[src/rtl/bit_destuffing_if.sv]
// Sampler/decoder-facing bundle for the CAN receive bit destuffer.
// master = sampler side driving bus samples, slave = the destuffer itself.
interface bit_destuffing_if;
    logic       enable;
    logic       sample_point;
    logic       rx_bit;
    logic       destuff_active;
    logic       destuffed_bit;
    logic       destuffed_valid;
    logic       stuff_bit_removed;
    logic       stuff_error;
    logic [2:0] consecutive_count;

    modport master (
        output enable, sample_point, rx_bit, destuff_active,
        input  destuffed_bit, destuffed_valid, stuff_bit_removed, stuff_error, consecutive_count
    );

    modport slave (
        input  enable, sample_point, rx_bit, destuff_active,
        output destuffed_bit, destuffed_valid, stuff_bit_removed, stuff_error, consecutive_count
    );
endinterface

[src/rtl/bit_destuffing.sv]
// CAN receive bit destuffer: drops the stuff bit after each run of STUFF_LIMIT equal bits.
// Define BIT_DESTUFF_ERR_EN to flag a too-long run as a stuff error (ERROR state).
module bit_destuffing #(
    parameter int unsigned STUFF_LIMIT = 5
) (
    input logic             clock,
    input logic             reset,
    bit_destuffing_if.slave bus
);
    localparam logic [2:0] LIMIT = 3'(STUFF_LIMIT);

`ifdef BIT_DESTUFF_ERR_EN
    typedef enum logic [1:0] {S_IDLE, S_RUN, S_ERROR} state_t;
    logic   r_error;
`else
    typedef enum logic {S_IDLE, S_RUN} state_t;
`endif

    state_t     r_state;
    logic       r_last;
    logic [2:0] r_count;
    logic       r_bit;
    logic       r_valid;
    logic       r_removed;
    logic       w_same;
    logic       w_at_limit;

    assign w_same     = (bus.rx_bit == r_last);
    assign w_at_limit = (r_count == LIMIT);

    always_ff @(posedge clock or posedge reset) begin
        if (reset) begin
            r_state   <= S_IDLE;
            r_last    <= 1'b1;
            r_count   <= '0;
            r_bit     <= 1'b0;
            r_valid   <= 1'b0;
            r_removed <= 1'b0;
`ifdef BIT_DESTUFF_ERR_EN
            r_error   <= 1'b0;
`endif
        end else begin
            r_valid   <= 1'b0;
            r_removed <= 1'b0;
            if (!bus.enable) begin
                r_state <= S_IDLE;
                r_count <= '0;
                r_last  <= 1'b1;
`ifdef BIT_DESTUFF_ERR_EN
                r_error <= 1'b0;
`endif
            end else if (bus.sample_point) begin
                case (r_state)
                    S_IDLE: begin
                        r_valid <= 1'b1;
                        r_bit   <= bus.rx_bit;
                        if (bus.destuff_active) begin
                            r_state <= S_RUN;
                            r_count <= 3'd1;
                            r_last  <= bus.rx_bit;
                        end
                    end
                    S_RUN: begin
                        if (!bus.destuff_active) begin
                            r_state <= S_IDLE;
                            r_count <= '0;
                            r_last  <= 1'b1;
                            r_valid <= 1'b1;
                            r_bit   <= bus.rx_bit;
                        end else if (!w_at_limit) begin
                            r_valid <= 1'b1;
                            r_bit   <= bus.rx_bit;
                            if (w_same) begin
                                r_count <= r_count + 3'd1;
                            end else begin
                                r_count <= 3'd1;
                                r_last  <= bus.rx_bit;
                            end
`ifdef BIT_DESTUFF_ERR_EN
                        end else if (w_same) begin
                            r_state <= S_ERROR;
                            r_error <= 1'b1;
`endif
                        end else begin
                            // stuff bit is dropped but opens the next run
                            r_removed <= 1'b1;
                            r_count   <= 3'd1;
                            r_last    <= bus.rx_bit;
                        end
                    end
`ifdef BIT_DESTUFF_ERR_EN
                    S_ERROR: begin
                        if (!bus.destuff_active) begin
                            r_state <= S_IDLE;
                            r_count <= '0;
                            r_last  <= 1'b1;
                            r_error <= 1'b0;
                        end
                    end
`endif
                    default: r_state <= S_IDLE;
                endcase
            end
        end
    end

    assign bus.destuffed_bit     = r_bit;
    assign bus.destuffed_valid   = r_valid;
    assign bus.stuff_bit_removed = r_removed;
    assign bus.consecutive_count = r_count;
`ifdef BIT_DESTUFF_ERR_EN
    assign bus.stuff_error       = r_error;
`else
    assign bus.stuff_error       = 1'b0;
`endif
endmodule
[src/flat_wrapper.sv]
// flat-port wrapper written by rule: the top's interface ports become plain ports
module bit_destuffing_flat 
#(
    parameter int unsigned STUFF_LIMIT = 5
)
  (clock, reset, bus_enable, bus_sample_point, bus_rx_bit, bus_destuff_active, bus_destuffed_bit, bus_destuffed_valid, bus_stuff_bit_removed, bus_stuff_error, bus_consecutive_count);
  bit_destuffing_if bus_i ();
  input logic clock;
  input logic reset;
  input wire logic [$bits(bus_i.enable)-1:0] bus_enable;
  input wire logic [$bits(bus_i.sample_point)-1:0] bus_sample_point;
  input wire logic [$bits(bus_i.rx_bit)-1:0] bus_rx_bit;
  input wire logic [$bits(bus_i.destuff_active)-1:0] bus_destuff_active;
  output wire logic [$bits(bus_i.destuffed_bit)-1:0] bus_destuffed_bit;
  output wire logic [$bits(bus_i.destuffed_valid)-1:0] bus_destuffed_valid;
  output wire logic [$bits(bus_i.stuff_bit_removed)-1:0] bus_stuff_bit_removed;
  output wire logic [$bits(bus_i.stuff_error)-1:0] bus_stuff_error;
  output wire logic [$bits(bus_i.consecutive_count)-1:0] bus_consecutive_count;
  assign bus_i.enable = bus_enable;
  assign bus_i.sample_point = bus_sample_point;
  assign bus_i.rx_bit = bus_rx_bit;
  assign bus_i.destuff_active = bus_destuff_active;
  assign bus_destuffed_bit = bus_i.destuffed_bit;
  assign bus_destuffed_valid = bus_i.destuffed_valid;
  assign bus_stuff_bit_removed = bus_i.stuff_bit_removed;
  assign bus_stuff_error = bus_i.stuff_error;
  assign bus_consecutive_count = bus_i.consecutive_count;
  bit_destuffing #(.STUFF_LIMIT(STUFF_LIMIT)) u_core (.clock(clock), .reset(reset), .bus(bus_i));
endmodule
[config.mk]
export PLATFORM = sky130hd
export DESIGN_NAME = bit_destuffing_flat
export DESIGN_NICKNAME = d
export VERILOG_FILES = /design/src/rtl/bit_destuffing_if.sv /design/src/rtl/bit_destuffing.sv /design/src/flat_wrapper.sv
export SDC_FILE = /design/constraint.sdc
export NUM_CORES = 1
export LEC_CHECK = 0
export ABC_AREA = 0
export CELL_PAD_IN_SITES_DETAIL_PLACEMENT = 1
export CELL_PAD_IN_SITES_GLOBAL_PLACEMENT = 1
export CORE_AREA = 2 2 42 44
export CTS_CLUSTER_SIZE = 20
export DETAILED_ROUTE_END_ITERATION = 6
export DIE_AREA = 0 0 44 46
export GPL_ROUTABILITY_DRIVEN = 0
export PLACE_DENSITY_LB_ADDON = 0.3
export REMOVE_ABC_BUFFERS = 1
export SKIP_CTS_REPAIR_TIMING = 1
export SLEW_MARGIN = 10
export SYNTH_ARGS = -nofsm -noshare
export SYNTH_HDL_FRONTEND = slang
export SYNTH_SLANG_ARGS = --single-unit
[constraint.sdc]
create_clock -name clock -period 1.6 [get_ports clock]
set_input_delay 0.16 -clock clock [delete_from_list [all_inputs] [get_ports clock]]
set_output_delay 0.16 -clock clock [all_outputs]
set_load 0.02 [all_outputs]
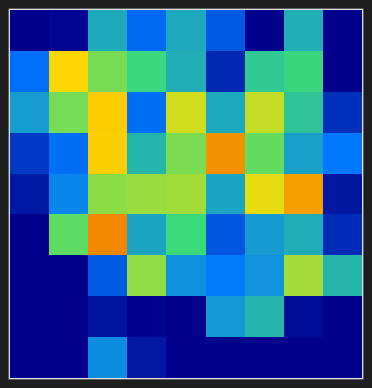
(cell density map)
Drawn at 8 px/um. The die is cut into 9 by 9 equal tiles; dark blue is low, red is high, 0 to 100% covered.
7.4% of the tiles are over 75% full. The mean over all tiles is 30%. 25% of the tiles are nearly empty. The emptiest ninth of the die: south-west. The densest ninth of the die: center.

==> impl_metrics.toml <==
# synthesis and place-and-route metrics
[run_status]
status = "complete, no violations"

[cells_and_area]
final_util_pct = 39.30
flops = 8
clk_share_pct = 4.142
nNetsFinal = 72
sh_seq_area_pct = 31.76

[power_and_ir_drop]
pg_comb_w = 0.0000988
p_int_w = 0.0003606
switchingPower_w = 0.0001321
pg_seq_w = 0.000220
p_leak_nw = 0.2745
peakVddDrop_v = 0.0003627
pwr-share-comb_pct = 20.1

[yosys]
ys_ff = 8
most_common_cell = "dfrtp_1"
common_cells = "dfrtp_1 (7), nand2_1 (4), inv_1 (3)"
synth.area.top_cells = "dfrtp_1 (40%), dfstp_2 (6.0%), ha_1 (5.7%)"
yosys.area.top_type = "dfrtp_1"
logic_family = "simple AND/OR/NAND/NOR gates"
synth-main-ff-cell = "dfrtp_1"
simple_gate_area_share_pct = 20.69
mux_share_pct = 4.885
syn-cell-area_um2 = 435.4

[clock_tree]
htreeDepth = 1
cts_buffers = 3
cts-root-buf = "clkbuf_4"

[floorplanning]
die_y_um = 46
fp-utilization_pct = 26.98
die_x_um = 44

[detailed_routing]
drt_iter0_markers = 1
wl_met3_um = 44
via_per_inst = 4.900

[timing]
holdWs_ps = 161.6
fmax_ghz = 0.6566

[worst_setup_path]
crit_end = "u_core.bus.consecutive_count[2]"
reg2reg_to = "u_core.bus.consecutive_count[2]"

[place]
dpl.cell_count = 76
place_ws_ps = -12.17

[run]
drv_cap = 0
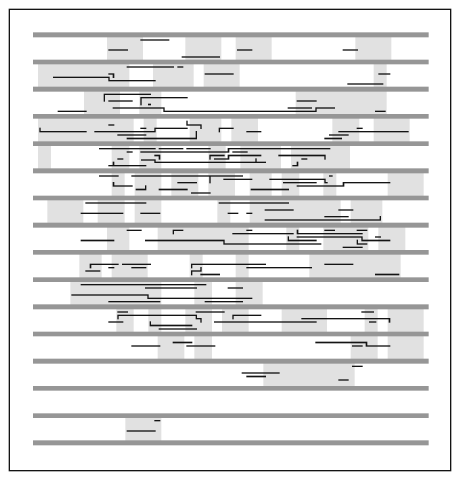
(metal 1)
Drawn at 10 px/um. Supply wires on this layer in gray.
The layer holds 45% of the routed length. 59 nets have wire on it.
GR Util met1: 16.75%
vias: 392
WL final: 1.049 mm

Power and IR drop assume default switching activity.
